**config.mk**
```make
export PLATFORM = sky130hd
export DESIGN_NAME = uart_tx_arbiter
export DESIGN_NICKNAME = d
export VERILOG_FILES = /design/src/rtl/uart_tx_arbiter.sv
export SDC_FILE = /design/constraint.sdc
export NUM_CORES = 1
export LEC_CHECK = 0
export CAP_MARGIN = 15
export CORE_MARGIN = 2
export CORE_UTILIZATION = 42
export DETAILED_ROUTE_END_ITERATION = 10
export PLACE_DENSITY = 0.76
export REMOVE_ABC_BUFFERS = 1
export SKIP_LAST_GASP = 1
export SLEW_MARGIN = 10
export SYNTH_ARGS = -nofsm -noshare
export SYNTH_HDL_FRONTEND = slang
export SYNTH_SLANG_ARGS = --single-unit
```
**constraint.sdc**
```tcl
create_clock -name CLK -period 2.6 [get_ports CLK]
set_clock_uncertainty 0.2 [all_clocks]
set_input_delay 0.39 -clock CLK [delete_from_list [all_inputs] [get_ports CLK]]
set_output_delay 0.39 -clock CLK [all_outputs]
set_load 0.02 [all_outputs]
```
**src/rtl/uart_tx_arbiter.sv**
```systemverilog
// Round-robin arbiter that shares one uart_tx_top between NUM_REQ byte producers,
// launching one frame at a time and reporting completion or start timeout.
module uart_tx_arbiter #(
   parameter int NUM_REQ       = 4,
   parameter int ID_W          = 2,
   parameter int DATA_WIDTH    = 8,
   parameter int START_TIMEOUT = 4
) (
   input  logic                          CLK,
   input  logic                          RST,
   input  logic [NUM_REQ-1:0]            REQ,
   input  logic [NUM_REQ*DATA_WIDTH-1:0] REQ_DATA,
   output logic [NUM_REQ-1:0]            ACK,
   input  logic                          TX_BUSY,
   output logic [DATA_WIDTH-1:0]         TX_P_DATA,
   output logic                          TX_DATA_VALID,
   output logic [ID_W-1:0]               GNT_ID,
   output logic                          DONE,
   output logic                          ERR
);

   localparam int CNT_W = $clog2(START_TIMEOUT);

   localparam logic [1:0] S_IDLE      = 2'd0;
   localparam logic [1:0] S_LAUNCH    = 2'd1;
   localparam logic [1:0] S_WAIT_BUSY = 2'd2;
   localparam logic [1:0] S_WAIT_DONE = 2'd3;

   logic [1:0]       state;
   logic [ID_W-1:0]  last;
   logic [CNT_W-1:0] cnt;
   logic [ID_W-1:0]  winner;
   logic             found;

   // Search starts just after the last winner so every requester gets a turn.
   // NOTE: every variable assigned here gets a default first, so no latch is inferred.
   always_comb begin
      winner = last;
      found  = 1'b0;
      for (int k = 1; k <= NUM_REQ; k++) begin
         if (!found && REQ[(int'(last) + k) % NUM_REQ]) begin
            found  = 1'b1;
            winner = ID_W'((int'(last) + k) % NUM_REQ);
         end
      end
   end

   // NOTE: state is updated with non-blocking assignments so every register
   // samples the pre-edge values of the others.
   always_ff @(posedge CLK or posedge RST) begin
      if (RST) begin
         state         <= S_IDLE;
         last          <= ID_W'(NUM_REQ - 1);
         cnt           <= '0;
         ACK           <= '0;
         TX_P_DATA     <= '0;
         TX_DATA_VALID <= 1'b0;
         GNT_ID        <= '0;
         DONE          <= 1'b0;
         ERR           <= 1'b0;
      end else begin
         ACK  <= '0;
         DONE <= 1'b0;
         ERR  <= 1'b0;
         case (state)
            S_IDLE: begin
               if (!TX_BUSY && found) begin
                  TX_P_DATA     <= REQ_DATA[int'(winner)*DATA_WIDTH +: DATA_WIDTH];
                  GNT_ID        <= winner;
                  last          <= winner;
                  ACK           <= NUM_REQ'(1) << winner;
                  TX_DATA_VALID <= 1'b1;
                  state         <= S_LAUNCH;
               end
            end
            S_LAUNCH: begin
               TX_DATA_VALID <= 1'b0;
               cnt           <= '0;
               state         <= S_WAIT_BUSY;
            end
            S_WAIT_BUSY: begin
               if (TX_BUSY) begin
                  state <= S_WAIT_DONE;
               end else if (cnt == CNT_W'(START_TIMEOUT - 1)) begin
                  // The pointer already moved past this requester; its byte is dropped.
                  ERR   <= 1'b1;
                  state <= S_IDLE;
               end else begin
                  cnt <= cnt + 1'b1;
               end
            end
            S_WAIT_DONE: begin
               if (!TX_BUSY) begin
                  DONE  <= 1'b1;
                  state <= S_IDLE;
               end
            end
            default: state <= S_IDLE;
         endcase
      end
   end

endmodule

```
run_1/util_map.png
6 x 6 tiles, from white (low) to dark blue (high), 0 to 100% covered.
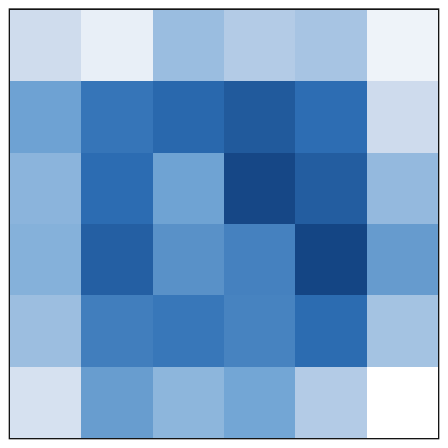
nearly empty tiles: 2.8%
tiles over 75% full: 25%
fullest tile: 92%
mean over tiles: 52%

run_1/ff_map.png
Other sequential cells in the stronger gray, the rest of the logic in the fainter gray.
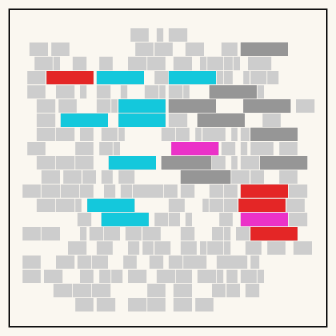
| color | netlist name | placed flops |
|---|---|---|
| magenta | `GNT_ID` | 2 |
| cyan | `TX_P_DATA` | 8 |
| red | `ACK` | 4 |
not colored: 9

run_1/placed.png
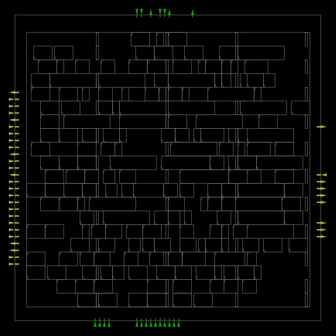
count of flip-flops and latches: 23
standard-cell rows: 20
core footprint: 0.003053 mm2
post-route non-filler standard cell count: 232
share of the final layout cell area in sequential cells: 29.39%

run_1/m2.png
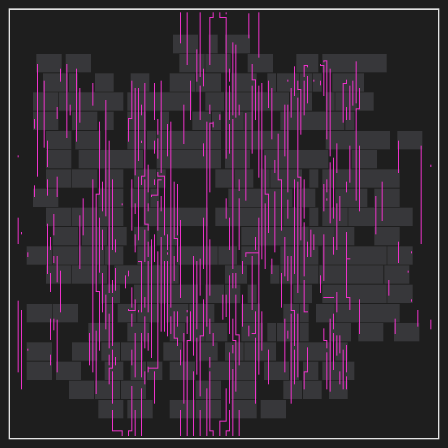
wire length on this layer: 1,690 um
main direction: vertical
longest straight run: 28.9 um

==> flow_summary.yaml, run 1 <==
# synthesis and place-and-route metrics
placed_design:
  total_placed_instance_area_mm2: 0.001941
  dpl_worst_slack_ps: -17.59
  placed_cells: 228
  place.detailed.hpwl_um: 2691
  place.port_buffers: 55
power:
  powerDensity_mw_per_mm2: 906.7
  p_clk_share_pct: 9.3
  p_int_mw: 1.034
  cellLeakagePower_nw: 0.8276
  combinationalPower_mw: 0.975
  ir_drop_uv: 387.1
  seq-power_mw: 0.642
  post-layout-total-power_mw: 1.783
  top_power_group: "combinational cells"
  netSwitchingPower_mw: 0.7488
  power.switching_fraction_pct: 41.99
route:
  detail_route.iter0.violations: 45
  detail_route.vias_per_cell: 5.431
  drc: 0
  route.final.wire_length_um: 3492
  routed_wire_length_per_instance_um: 15.05
  vias: 1260
logic_synthesis:
  async_reset_ff_share_pct: 100.0
  yosys_register_bits: 23
  synth_sequential_area_ratio_pct: 43.02
  syn_avg_cell_area_um2: 10.34
  synth.area.top_cells: "dfrtp_1 (39%), mux2i_1 (6.0%), nand2_1 (5.3%)"
  post_synth_num_cell_types: 37
  enable_flop_cells: 0
  synth_chip_area_mm2: 0.001344
  synth.largest_area_cell: "dfrtp_1"
  synth-main-ff-cell: "dfrtp_1"
  summed_instance_area_of_the_synthesized_netlist_mm2: 0.001344
  yosysTopAreaCellShare_pct: 39.11
  synth_stat.cells: 130
setup_path:
  crit-reg2reg-launch: "last[1]"
  reg2reg_depth: 5
  criticalPathCategory: "reg2reg"
  timing.critical_path.slowest_stage_cell: "dfstp_2"
  critPathMaxStageDelay_ps: 650
  worstPathBufferInverterCount: 0
  worst_setup_path_startpoint: "last[1]"
  timing.critical_path.cells: "nand2b_2, a21oi_4, nor3_4, mux2i_1, o211ai_1"
  critical_path_arrival_ps: 2270
  rr_endpoint: "TX_P_DATA[4]"
  crit_cells: 5
  worstPathRequired_ps: 2580
  timing.critical_path.to: "TX_P_DATA[4]"
  setup_slack_on_the_worst_flop_to_flop_path_ps: 310
  path_delay_family: "simple AND/OR/NAND/NOR gates"
  cp-end-kind: "register"
flow_run:
  stage_log_warnings: 25
  drv.max_cap_violation_count: 0
clock_network:
  cts-root-buf: "clkbuf_4"
  ctsLongestPathBuffers: 2
  cts_buffers: 3
  postCtsHoldBufs: 0
  post_cts_resize_count: 0
  clock_latency_reported_for_the_late_side_of_the_worst_skew_pair_ps: 310
  htree_num_levels: 1
  tritoncts: "done"
  clk_pin_slew_worst_paths_ps: 120
floorplanning:
  initial_core_util_pct: 44.02
  horizontal_die_dimension_um: 60.57
  die_ht_um: 60.57
  boundary_pin_count: 56
timing:
  worst_hold_slack_across_all_endpoints_ps: 200.5
  timing.final.max_slew_violations: 0
  postLayoutSetupSlackWorst_ps: 308.7
  grt_setup_unrepaired: "false"
  timing.final.crit_share_pct: 88.13
  timing.final.setup_violations: 0
  report.final.hold_viol_count: 0
  finalSetupTns_ps: 0
  worst_slew_pin_slew_ps: 690.6
  clock.fmax_ghz: 0.4364
  worst_slew_margin_rel_pct: 53.81
  final_worst_path_period_need_ps: 2291
global_route:
  grt_max_degree: 24
  antenna_found_initial: 0
  grt.overflow.total: 0
  grt_pass1_vias: 1346
cells_and_area:
  diodes: 0
  final_cell_area_mm2: 0.001967
  layout-drive-gt1-share_pct: 13.83
  postLayoutCoreUtil_pct: 64.43
  final_nets: 229
  final_layout_top_logic_cell: "clkdlybuf4s50_1"
outcome:
  status: "complete, no violations"
run 1: logic make-up after synthesis:
| family | count (synthesis) | synth area share [%] |
|---|---|---|
| and+or+nand+nor | 46 | 20.30 |
| AOI/OAI and AO/OA | 41 | 24.12 |
| DFF | 23 | 43.02 |
| buffers and inverters | 11 | 5.679 |
| muxes | 8 | 5.959 |
| adders and majority gates | 1 | 0.9309 |
run 1: flip-flops by register name (all words and copies together) (netlist names):
register	cells
cnt	2
ERR	1
TX_P_DATA	8
last	2
ACK	4
GNT_ID	2
state	2
TX_DATA_VALID	1
DONE	1
run 1: cell type report:
class,instances,area (um2)
Sequential cell,23,578.1
Multi-Input combinational cell,96,689.4
Inverter,2,7.507
Timing Repair Buffer,63,610.6
Fill cell,271,1086
Clock buffer,4,26.28
Tap cell,44,55.05
run 1: Yosys cell counts (2+ instances only):
master / n
dfrtp_1: 21
dfstp_2: 2
a21oi_1: 2
a22o_1: 2
nor2_1: 5
mux2i_1: 8
inv_1: 2
a21o_1: 2
buf_2: 4
nand2_1: 19
o211ai_1: 8
o21ai_0: 2
buf_6: 4
nand4_1: 8
o31ai_1: 8
a211o_1: 8
o21a_1: 4
nor4_1: 2
run 1: routing by layer:
| metal | global-route usage [%] | vias up | share of wire (%) |
|---|---|---|---|
| met3 | 4.051 | 4 | 6.5 |
| li1 | - | 609 | - |
| met2 | 36.71 | 53 | 48 |
| met4 | 7.453 | 0 | 1.3 |
| met5 | 0 | - | 0 |
| met1 | 27.03 | 594 | 44 |
run 1: worst min path at each step:
stage                          to  slack [ps]  cells after the start
global placement    TX_DATA_VALID         270                      2
floorplan                  ACK[0]         190                      1
detailed placement  TX_DATA_VALID         290                      2
CTS                        ACK[1]         210                      3
finish                     ACK[1]         200                      3
global route         TX_P_DATA[4]         230                      3
## Run 2: what changed since run 1
--- a/config.mk
+++ b/config.mk
@@ -11,2 +11,3 @@
 export DETAILED_ROUTE_END_ITERATION = 10
+export GPL_ROUTABILITY_DRIVEN = 0
 export PLACE_DENSITY = 0.76
==> constraint.sdc (replaced) <==
create_clock -name CLK -period 2.6 [get_ports CLK]
set_clock_uncertainty 0.2 [all_clocks]
set_input_delay 0.52 -clock CLK [delete_from_list [all_inputs] [get_ports CLK]]
set_output_delay 0.52 -clock CLK [all_outputs]
set_load 0.02 [all_outputs]
==> flow_summary.yaml, run 2 <==
# synthesis and place-and-route metrics
cells_and_area:
  layout.cells.non_filler: 232
  final_layout_top_logic_cell: "clkdlybuf4s50_1"
  largest_register_ff_count: 8
  largestRegisters: "TX_P_DATA: 8 flops, ACK: 4 flops"
  postLayoutCoreUtil_pct: 64.47
  final_nets: 229
  area.growth.synth_to_final_pct: 46.46
  diodes: 0
  layout-drive-gt1-share_pct: 14.36
  final_cell_area_mm2: 0.001968
placed_design:
  dpl_worst_slack_ps: -35.42
  placed_cells: 228
  place.detailed.hpwl_um: 2648
  place.port_buffers: 55
timing:
  clock.fmax_ghz: 0.4390
  worst_slew_pin_slew_ps: 561.3
  timing.final.setup_violations: 0
  grt_setup_unrepaired: "false"
  timing.final.max_slew_violations: 0
  finalSetupTns_ps: 0
  postLayoutSetupSlackWorst_ps: 322.3
  worst_slew_margin_rel_pct: 62.27
  report.final.hold_viol_count: 0
  worst_hold_slack_across_all_endpoints_ps: 301.7
  final_worst_path_period_need_ps: 2278
clock_network:
  htree_num_levels: 1
  cts-root-buf: "clkbuf_4"
  tritoncts: "done"
  clk_pin_slew_worst_paths_ps: 130
  cts_buffers: 3
  post_cts_resize_count: 0
  postCtsHoldBufs: 0
  clock_latency_reported_for_the_late_side_of_the_worst_skew_pair_ps: 300
setup_path:
  worstPathRequired_ps: 2620
  setup_slack_on_the_worst_flop_to_flop_path_ps: 530
  rr_endpoint: "TX_P_DATA[6]"
  critical_path_arrival_ps: 2300
  crit-reg2reg-launch: "state[0]"
  criticalPathCategory: "in2reg"
  cp-end-kind: "register"
route:
  drc: 0
  route.final.wire_length_um: 3423
  routed_wire_length_per_instance_um: 14.75
  detail_route.iter0.violations: 37
  vias: 1256
power:
  netSwitchingPower_mw: 0.7438
  post-layout-total-power_mw: 1.795
  p_clk_share_pct: 9.1
  ir_drop_uv: 453.6
  powerDensity_mw_per_mm2: 912.2
  cellLeakagePower_nw: 0.8299
  power.switching_fraction_pct: 41.43
global_route:
  antenna_found_initial: 0
  grt_max_degree: 24
  grt_pass1_vias: 1280
logic_synthesis:
  yosysTopAreaCellShare_pct: 39.11
  synthTopCellsByCount: "dfrtp_1 (21), nand2_1 (19)"
  post_synth_num_cell_types: 37
  synth.area.top_cells: "dfrtp_1 (39%), mux2i_1 (6.0%), nand2_1 (5.3%)"
  most_common_cell: "dfrtp_1"
  synth_stat.cells: 130
  synth-main-ff-cell: "dfrtp_1"
  synth_chip_area_mm2: 0.001344
  summed_instance_area_of_the_synthesized_netlist_mm2: 0.001344
  syn_avg_cell_area_um2: 10.34
  yosys_register_bits: 23
  synth.largest_area_cell: "dfrtp_1"
  synth_sequential_area_ratio_pct: 43.02
  async_reset_ff_share_pct: 100.0
outcome:
  status: "complete, no violations"
worst_hold_path:
  worst_hold_path.num_cells: 2
  hold_path_end: "TX_DATA_VALID"
floorplanning:
  placement_rows: 20
  boundary_pin_count: 56
  horizontal_die_dimension_um: 60.57
  die_ht_um: 60.57
  core-area_mm2: 0.003053
  initial_core_util_pct: 44.02
flow_run:
  drv.max_cap_violation_count: 0
-- run 2: cell counts after synthesis --
No cell type changed its count.
-- run 2: metal layers --
metal,wire length (um),vias up,share of wire [%],GRT usage [%]
met5,0,-,0,0
li1,-,612,-,-
met4,23,0,0.67,5.901
met2,1759,52,51,36.41
met3,220,2,6.4,2.985
met1,1420,590,41,25.87
-- run 2: cell type report --
cell class              instances  area (um2)
fillers                       281        1085
multi-input cells              96       689.4
repair buffers                 63       610.6
flip-flops and latches         23       578.1
well taps                      44       55.05
clock buffers                   3       22.52
inverters                       2       7.507
clock inverters                 1       5.005
-- run 2: worst max-delay path by stage --
stage	start	to	cells past startpoint
finish	REQ[3]	TX_P_DATA[6]	5
global route	REQ[3]	TX_P_DATA[3]	5
CTS	REQ[3]	TX_P_DATA[6]	5
detailed placement	REQ[3]	TX_P_DATA[5]	5
global placement	REQ[2]	TX_P_DATA[0]	7
floorplan	REQ[3]	TX_P_DATA[0]	3
-- run 2: critical path: stages --
cell,delay (ps)
clkdlybuf4s50_1,560
nor4_1,100
nor4_2,430
nand2_1,390
o211ai_1,290
-- run 2: logic make-up after synthesis --
| kind of cell | synth area share, % |
|---|---|
| flip-flops | 43.02 |
| buffers and inverters | 5.679 |
| AND-OR/OR-AND | 24.12 |
| multiplexers | 5.959 |
| AND/OR/NAND/NOR | 20.30 |
| adder cells (fa/ha/maj) | 0.9309 |
-- run 2: power by group through the flow --
stage | clock [mW] | combinational [mW] | sequential (mW)
after floorplan | 0 | 0.479 | 0.729
after global placement | 0 | 0.971 | 0.640
after detailed placement | 0 | 0.996 | 0.644
after CTS | 0.169 | 0.998 | 0.640
after global routing | 0.183 | 1.08 | 0.658
final | 0.164 | 0.992 | 0.639
run_2/m2.png
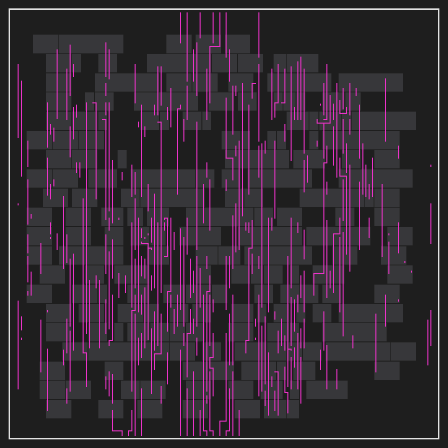
longest straight run: 32.6 um
nets with wire on the layer: 197
wire length on this layer: 1,760 um
main direction: vertical

## Run 3: what changed since run 2
HOLD_SLACK_MARGIN = 0.15   (was not set)
==> flow_summary.yaml, run 3 <==
# synthesis and place-and-route metrics
clock_network:
  clk_pin_slew_worst_paths_ps: 130
  htree_num_levels: 1
  cts-root-buf: "clkbuf_4"
  cts_buffers: 3
  ctsLongestPathBuffers: 2
  post_cts_resize_count: 0
logic_synthesis:
  yosysTopAreaCellShare_pct: 39.11
  summed_instance_area_of_the_synthesized_netlist_mm2: 0.001344
  async_reset_ff_share_pct: 100.0
  yosys-dominant-comb-family: "AND-OR/OR-AND gates"
  yosys.area_share.xor_xnor_pct: 0
  synth-main-ff-cell: "dfrtp_1"
  yosys_register_bits: 23
  synth.largest_area_cell: "dfrtp_1"
cells_and_area:
  final_layout_top_logic_cell: "clkdlybuf4s50_1"
  postLayoutCoreUtil_pct: 64.47
  diodes: 0
  layout-drive-gt1-share_pct: 14.36
  largestRegisters: "TX_P_DATA: 8 flops, ACK: 4 flops"
  final_cell_area_mm2: 0.001968
timing:
  worst_hold_slack_across_all_endpoints_ps: 301.7
  worst_slew_pin_slew_ps: 561.3
  worst_slew_margin_rel_pct: 62.27
  postLayoutSetupSlackWorst_ps: 322.3
  timing.final.max_slew_violations: 0
  clock.fmax_ghz: 0.4390
  finalSetupTns_ps: 0
global_route:
  grt_pass1_vias: 1280
  grt_max_degree: 24
  grt.overflow.total: 0
setup_path:
  critPathMaxStageDelay_ps: 560
  worstPathRequired_ps: 2620
  timing.critical_path.cells: "clkdlybuf4s50_1, nor4_1, nor4_2, nand2_1, o211ai_1"
  criticalPathCategory: "in2reg"
  critical_path_arrival_ps: 2300
floorplanning:
  core-area_mm2: 0.003053
  horizontal_die_dimension_um: 60.57
  initial_core_util_pct: 44.02
flow_run:
  stage_log_warnings: 25
  drv.max_cap_violation_count: 0
route:
  detail_route.vias_per_cell: 5.414
  vias: 1256
placed_design:
  total_placed_instance_area_mm2: 0.001941
  place.detailed.hpwl_um: 2648
  dpl_worst_slack_ps: -35.42
  place.port_buffers: 55
power:
  powerDensity_mw_per_mm2: 912.2
  post-layout-total-power_mw: 1.795
  ir_drop_uv: 453.6
outcome:
  status: "complete, no violations"
## run 3: cell counts in the layout (fill, tap and decap cells not counted)
No cell type changed its count.
## run 3: cells by family (layout without fill, tap and decap cells)
group                      Yosys count  after routing
buffers and inverters               11             69
and+or+nand+nor                     46             46
muxes                                8              8
DFF                                 23             23
adders and majority gates            1              1
AOI/OAI and AO/OA                   41             41
## run 3: power breakdown
group	total, mW	internal [mW]	switching (mW)
Combinational	0.992	0.491	0.502
Sequential	0.639	0.504	0.136
Clock	0.164	0.0573	0.106
Total	1.80	1.05	0.744
## run 3: area by class of cell
cell class | count | area (um2) | area share [%]
clock buffer | 3 | 22.52 | 1.144
clock inverter | 1 | 5.005 | 0.2543
inverter | 2 | 7.507 | 0.3814
multi-input combinational | 96 | 689.4 | 35.03
sequential | 23 | 578.1 | 29.37
tap | 44 | 55.05 | 2.797
timing repair buffer | 63 | 610.6 | 31.02
## run 3: final timing paths
| check | from | endpoint | cells after the start |
|---|---|---|---|
| max reg2reg | state[0] | TX_P_DATA[6] | 3 |
| max | REQ[3] | TX_P_DATA[6] | 5 |
| min reg2reg | TX_DATA_VALID | TX_DATA_VALID | 2 |
| min in group asynchronous | RST | ACK[1] | 3 |
| max in group asynchronous | RST | last[0] | 3 |
| min | TX_DATA_VALID | TX_DATA_VALID | 2 |
## run 3: critical path, delay by kind of cell
family          cells  cell delay, ps
buf+inv             1             560
simple gates        3             920
compound gates      1             290
## run 3: routing by layer
layer | up-vias | routed length (um) | share of wire [%] | GRT usage (%)
li1 | 612 | - | - | -
met1 | 590 | 1420 | 41 | 25.87
met2 | 52 | 1759 | 51 | 36.41
met3 | 2 | 220 | 6.4 | 2.985
met4 | 0 | 23 | 0.67 | 5.901
met5 | - | 0 | 0 | 0
run_3/m1.png
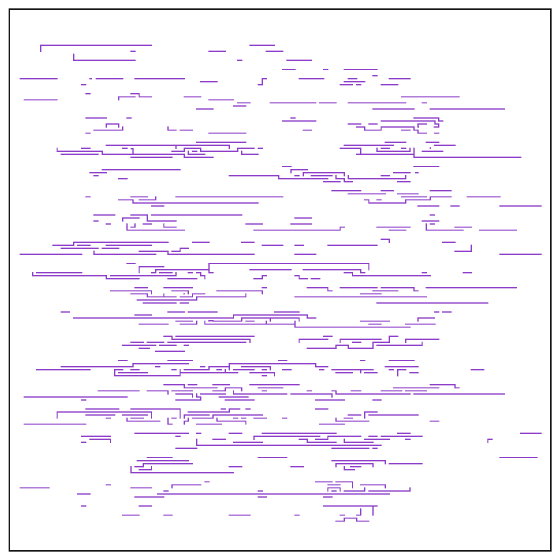
main direction: horizontal
nets with wire on the layer: 192
wire length on this layer: 1,420 um

Power figures rest on the tool's default switching activity, not on a simulated workload.
